<file path="config.mk">
export PLATFORM = sky130hd
export DESIGN_NAME = bit_serializer_flat
export DESIGN_NICKNAME = d
export VERILOG_FILES = /design/src/rtl/bit_serializer_pkg.sv /design/src/rtl/bit_serializer_if.sv /design/src/rtl/bit_serializer.sv /design/src/flat_wrapper.sv
export SDC_FILE = /design/constraint.sdc
export NUM_CORES = 1
export LEC_CHECK = 0
export ABC_AREA = 1
export ABC_CLOCK_PERIOD_IN_PS = 1900
export CAP_MARGIN = 20
export CELL_PAD_IN_SITES_DETAIL_PLACEMENT = 2
export CELL_PAD_IN_SITES_GLOBAL_PLACEMENT = 2
export CORE_MARGIN = 10
export CORE_UTILIZATION = 31
export CTS_CLUSTER_SIZE = 24
export DETAILED_ROUTE_END_ITERATION = 12
export GPL_TIMING_DRIVEN = 0
export HOLD_SLACK_MARGIN = 0.03
export PLACE_DENSITY = 0.87
export SYNTH_ARGS = -nofsm -noshare
export SYNTH_HDL_FRONTEND = slang
export SYNTH_SLANG_ARGS = --single-unit
</file>
<file path="constraint.sdc">
create_clock -name clk -period 1.9 [get_ports clk]
set_input_delay 0.57 -clock clk [delete_from_list [all_inputs] [get_ports clk]]
set_output_delay 0.57 -clock clk [all_outputs]
set_load 0.005 [all_outputs]
</file>
<file path="src/rtl/bit_serializer_pkg.sv">
// bit_serializer_pkg: shared types and constants for the serializer and its downstream detector
package bit_serializer_pkg;
  typedef enum logic {IDLE, SHIFT} state_t;
  localparam int DEF_WIDTH = 8;
  localparam bit DEF_IDLE_LEVEL = 1'b0;
  localparam logic [3:0] PATTERN = 4'b1100;
endpackage

</file>
<file path="src/rtl/bit_serializer_if.sv">
// bit_serializer_if: word handshake in, serial bit stream out
interface bit_serializer_if import bit_serializer_pkg::*; #(parameter int WIDTH = DEF_WIDTH);
  logic [WIDTH-1:0] din;
  logic din_valid;
  logic din_ready;
  logic x_out;
  logic bit_valid;
  logic last_bit;
  logic busy;
  modport master (output din, din_valid, input din_ready, x_out, bit_valid, last_bit, busy);
  modport slave (input din, din_valid, output din_ready, x_out, bit_valid, last_bit, busy);
endinterface

</file>
<file path="src/rtl/bit_serializer.sv">
// bit_serializer: parallel-to-serial feeder with a one-word holding register for gapless streaming
module bit_serializer import bit_serializer_pkg::*; #(
  parameter int WIDTH = DEF_WIDTH,
  parameter bit MSB_FIRST = 1'b1,
  parameter bit IDLE_LEVEL = DEF_IDLE_LEVEL
) (
  input logic clk,
  input logic reset,
  bit_serializer_if.slave s
);
  localparam int CW = $clog2(WIDTH);
  localparam logic [CW-1:0] LAST = CW'(WIDTH - 1);
  state_t state;
  logic [WIDTH-1:0] sreg, hold, nxt_word;
  logic [CW-1:0] cnt;
  logic hold_full, accept, at_last;
  function automatic logic first_bit(input logic [WIDTH-1:0] w);
    return MSB_FIRST ? w[WIDTH-1] : w[0];
  endfunction
  function automatic logic [WIDTH-1:0] shift(input logic [WIDTH-1:0] w);
    return MSB_FIRST ? w << 1 : w >> 1;
  endfunction
  assign s.din_ready = !reset && !hold_full;
  assign s.busy = (state == SHIFT) || hold_full;
  assign accept = s.din_valid && s.din_ready;
  assign at_last = (state == SHIFT) && (cnt == LAST);
  assign nxt_word = hold_full ? hold : s.din;
  // x_out holds the bit currently on the wire; sreg holds the bits still to come
  always_ff @(posedge clk or posedge reset)
    if (reset) begin
      state <= IDLE;
      sreg <= '0;
      hold <= '0;
      hold_full <= 1'b0;
      cnt <= '0;
      s.x_out <= IDLE_LEVEL;
      s.bit_valid <= 1'b0;
      s.last_bit <= 1'b0;
    end else if ((state == IDLE && accept) || (at_last && (hold_full || accept))) begin
      state <= SHIFT;
      sreg <= shift(nxt_word);
      hold_full <= 1'b0;
      cnt <= '0;
      s.x_out <= first_bit(nxt_word);
      s.bit_valid <= 1'b1;
      s.last_bit <= 1'b0;
    end else if (state == SHIFT && !at_last) begin
      if (accept) begin
        hold <= s.din;
        hold_full <= 1'b1;
      end
      sreg <= shift(sreg);
      cnt <= cnt + 1'b1;
      s.x_out <= first_bit(sreg);
      s.last_bit <= (cnt + 1'b1) == LAST;
    end else begin
      state <= IDLE;
      s.x_out <= IDLE_LEVEL;
      s.bit_valid <= 1'b0;
      s.last_bit <= 1'b0;
    end
endmodule
</file>
<file path="src/flat_wrapper.sv">
// flat-port wrapper written by rule: the top's interface ports become plain ports
module bit_serializer_flat import bit_serializer_pkg::*;
#(
  parameter int WIDTH = DEF_WIDTH,
  parameter bit MSB_FIRST = 1'b1,
  parameter bit IDLE_LEVEL = DEF_IDLE_LEVEL
)
  (clk, reset, s_din, s_din_valid, s_din_ready, s_x_out, s_bit_valid, s_last_bit, s_busy);
  bit_serializer_if #(.WIDTH(WIDTH)) s_i ();
  input logic clk;
  input logic reset;
  input wire logic [$bits(s_i.din)-1:0] s_din;
  input wire logic [$bits(s_i.din_valid)-1:0] s_din_valid;
  output wire logic [$bits(s_i.din_ready)-1:0] s_din_ready;
  output wire logic [$bits(s_i.x_out)-1:0] s_x_out;
  output wire logic [$bits(s_i.bit_valid)-1:0] s_bit_valid;
  output wire logic [$bits(s_i.last_bit)-1:0] s_last_bit;
  output wire logic [$bits(s_i.busy)-1:0] s_busy;
  assign s_i.din = s_din;
  assign s_i.din_valid = s_din_valid;
  assign s_din_ready = s_i.din_ready;
  assign s_x_out = s_i.x_out;
  assign s_bit_valid = s_i.bit_valid;
  assign s_last_bit = s_i.last_bit;
  assign s_busy = s_i.busy;
  bit_serializer #(.WIDTH(WIDTH), .MSB_FIRST(MSB_FIRST), .IDLE_LEVEL(IDLE_LEVEL)) u_core (.clk(clk), .reset(reset), .s(s_i));
endmodule
</file>
Fig. 1: metal 1
Bar = 20 µm.
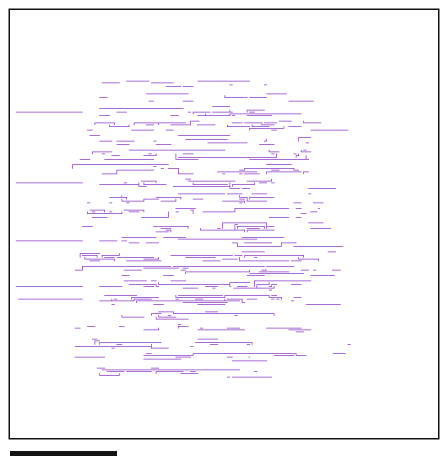
The wires run mostly horizontal. The layer holds 42% of the routed length. The layer carries 1370 µm of wire. 152 nets have wire on it.
total via count in the routed design: 1013
Detailed Route WL: 3280 µm
GR Util met1: 12.1%

Fig. 2: signal wires on met2
Bar = 20 µm. Cells faint in the background.
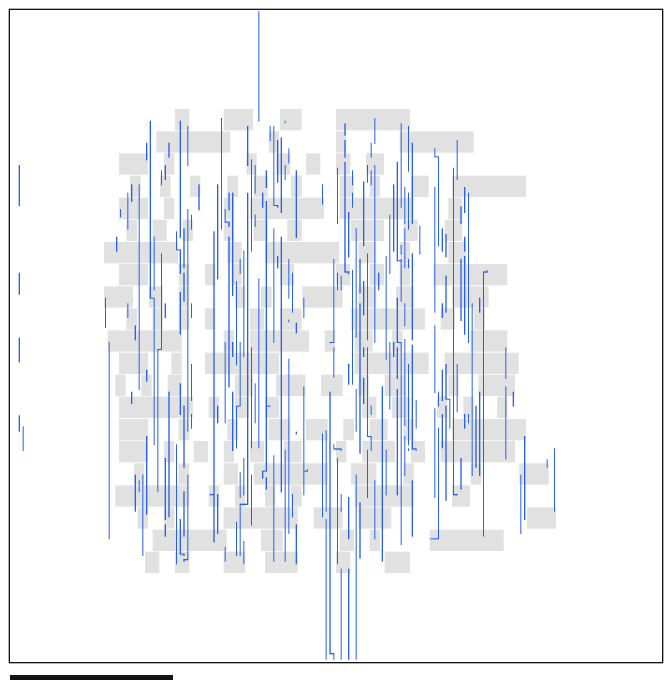
The wires run mostly vertical. The layer carries 1740 µm of wire. The layer holds 53% of the routed length. The longest straight run is 40.1 µm.
met2 Track Usage GR: 20.3%

Fig. 3: met3 routing
Bar = 20 µm. Cells faint in the background.
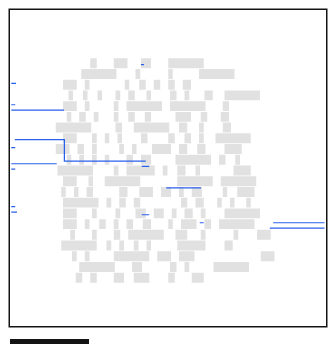
12 nets have wire on it. The layer carries 106 µm of wire. The wires run mostly horizontal.
met3 Use GR: 1.78%

Fig. 4: cell density map
8 x 8 tiles, from white (low) to dark blue (high), 0 to 100% covered.
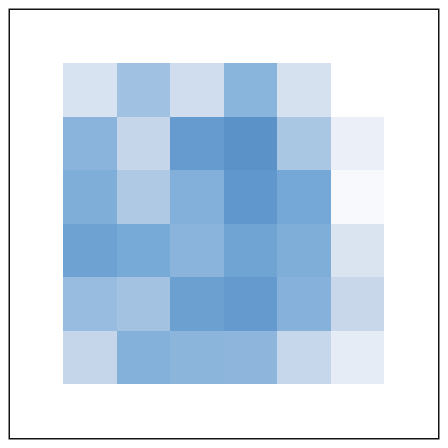
The fullest tile reaches 60%. The emptiest ninth of the die: upper right. The densest ninth of the die: center. 45% of the tiles are nearly empty.
Core Util at FP: 32.8%
Core Util, Final: 40.7%
core region area: 0.00342 mm²

Fig. 5: routing congestion map
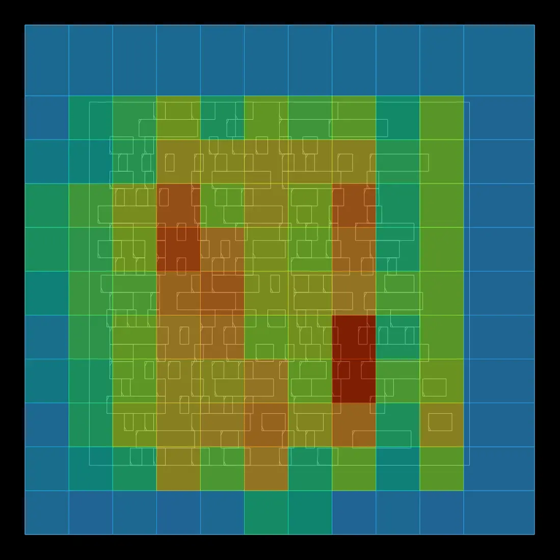
wire length per cell after detailed routing: 16.3 µm
GR peak layer: met2

==> flow_summary.yaml <==
# implementation run metrics
run_status:
  outcome: "finished clean"
finish:
  drive_above_1_share_pct: 14.2
  layout_top_registers: "u_core.hold: 8 flops, u_core.sreg: 7 flops, u_core.cnt: 3 flops"
  comb-cell-share_pct: 36.4
  nNonClkInverters: 6
  area_share_clock_buf_inv_pct: 2.61
  multiInputCombCellCount: 98
  largest_register: "u_core.hold"
  seq_area_um2: 551
  diodes: 0
  nFlopsAndLatches: 22
  final_net_count: 170
  largest_register_ffs: 8
  post_layout_nonfiller_instances: 201
  fillerInstances: 404
  count_of_clock_buffers_in_the_final_design: 4
  most_common_cell_after_layout_fill_and_taps_aside: "sky130_fd_sc_hd__nand2_1"
clocking:
  clk_transition_reported_paths_ns: 0.14
  ctsHtreeMaxLevel: 1
  clkLatencyLatePin_ns: 0.33
  clock_path_buffers: 2
  tritoncts_num_sinks: 22
  cts_root_buffer: "sky130_fd_sc_hd__clkbuf_4"
  numCtsBuffers: 3
  cts_tree: "built"
  cts_post_setup_buffers_inserted: 3
drt:
  vias_per_cell: 5.04
  firstDrtPassIters: 3
  dr_wl_met2_um: 1740
  detail_route.iter0.violations: 79
  total_met3_wirelength_after_detailed_routing_um: 106
  routedLengthMet1_um: 1370
  topRoutingLayerUsed: "met4"
timing:
  max_freq_mhz: 539
  min_period_ns: 1.85
  clock-skew-final_ns: 0.00495
  fin_ws_ns: 0.0455
  final.hold.worst_slack_ns: 0.497
  final.period_utilization_pct: 97.6
  worst-slew-pin-transition_ns: 0.888
  timing.final.max_slew_violations: 0
  timing.setup.tns_ns: 0
  hold_vio_cnt_final: 0
critical_path:
  timing.critical_path.buf_inv: 1
  cp_data_arrival_time_ns: 1.28
  path_class: "reg2out"
  max_stage_delay_ns: 0.55
  reg2reg_from: "u_core.cnt[0]"
  critical_path_cell_count: 1
  critical-path-slowest-cell: "sky130_fd_sc_hd__clkdlybuf4s50_1"
  critPathLaunch: "u_core.s.bit_valid"
  critPathTopFamily: "buffers and inverters"
  worst_setup_path_end_kind: "output pin"
  critical_path.startpoint_type: "register"
  cp_max_fo: 4
  required_ns: 1.33
  worst_r2r_path_depth: 7
placed_design:
  gp_congestion: 0.717
  placedInstanceArea_mm2: 0.00133
  port-buffer-count: 15
  dp_worst_setup_slack_ns: -0.410
  dpl.cell_count: 193
synth:
  synth.avg_cell_area_um2: 8.49
  synth.comb.largest_family: "simple AND/OR/NAND/NOR gates"
  synth_cell_types: 19
  ao_oa_area_share_pct: 5.58
  top_cell_area_share_pct: 49.1
  synth_area_leader_cell: "sky130_fd_sc_hd__dfrtp_1"
  ys_warn_count: 0
  post-synth-top-count-cell: "sky130_fd_sc_hd__nand2_1"
  edf_count: 0
  syn-num-nets: 146
  post_synth_main_area_contributors: "sky130_fd_sc_hd__dfrtp_1 (49%), sky130_fd_sc_hd__nand2_1 (17%), sky130_fd_sc_hd__nand3_1 (6.3%)"
  ys_top_cells_by_count: "sky130_fd_sc_hd__nand2_1 (52), sky130_fd_sc_hd__dfrtp_1 (22), sky130_fd_sc_hd__nand3_1 (14), sky130_fd_sc_hd__o21ai_1 (11), sky130_fd_sc_hd__nand4_1 (10)"
  ys_ff: 22
  arithmetic_cell_share_of_the_synthesized_area_counting_full_adders_half_adders_and_majority_gates_pct: 3.35
  syn_inst: 132
  ys_seq_share_pct: 49.1
  mux_cell_area_share_pct: 0
  post_synth_and_or_nand_nor_area_fraction_pct: 36.3
power_and_ir_drop:
  sequentialPowerShare_pct: 37.3
  cellLeakagePower_nw: 0.690
  power.combinational.total_mw: 1.02
  peakVddDrop_uv: 567
  fin_total_pwr_mw: 2.07
  part_of_the_power_in_the_clock_network_pct: 13.6
  switching_share_pct: 43.6
  pwr-share-comb_pct: 49.1
  power_leader: "combinational logic"
  clock_power_mw: 0.282
  net-switching-power_mw: 0.902
global_routing:
  antenna_found_initial: 0
  first_global_vias: 1183
floorplanning:
  placementRows: 21
  die_h_um: 80.1
  num_tap_cells: 46
  die.size.x_um: 80.1
  die_area_mm2: 0.00642
hold_path:
  min_from: "u_core.hold[1]"
  min_to: "u_core.hold[1]"
  hold_critical_path_depth: 2
flow_run:
  warnings: 27
  drv_cap: 0
Power figures rest on the tool's default switching activity, not on a simulated workload.
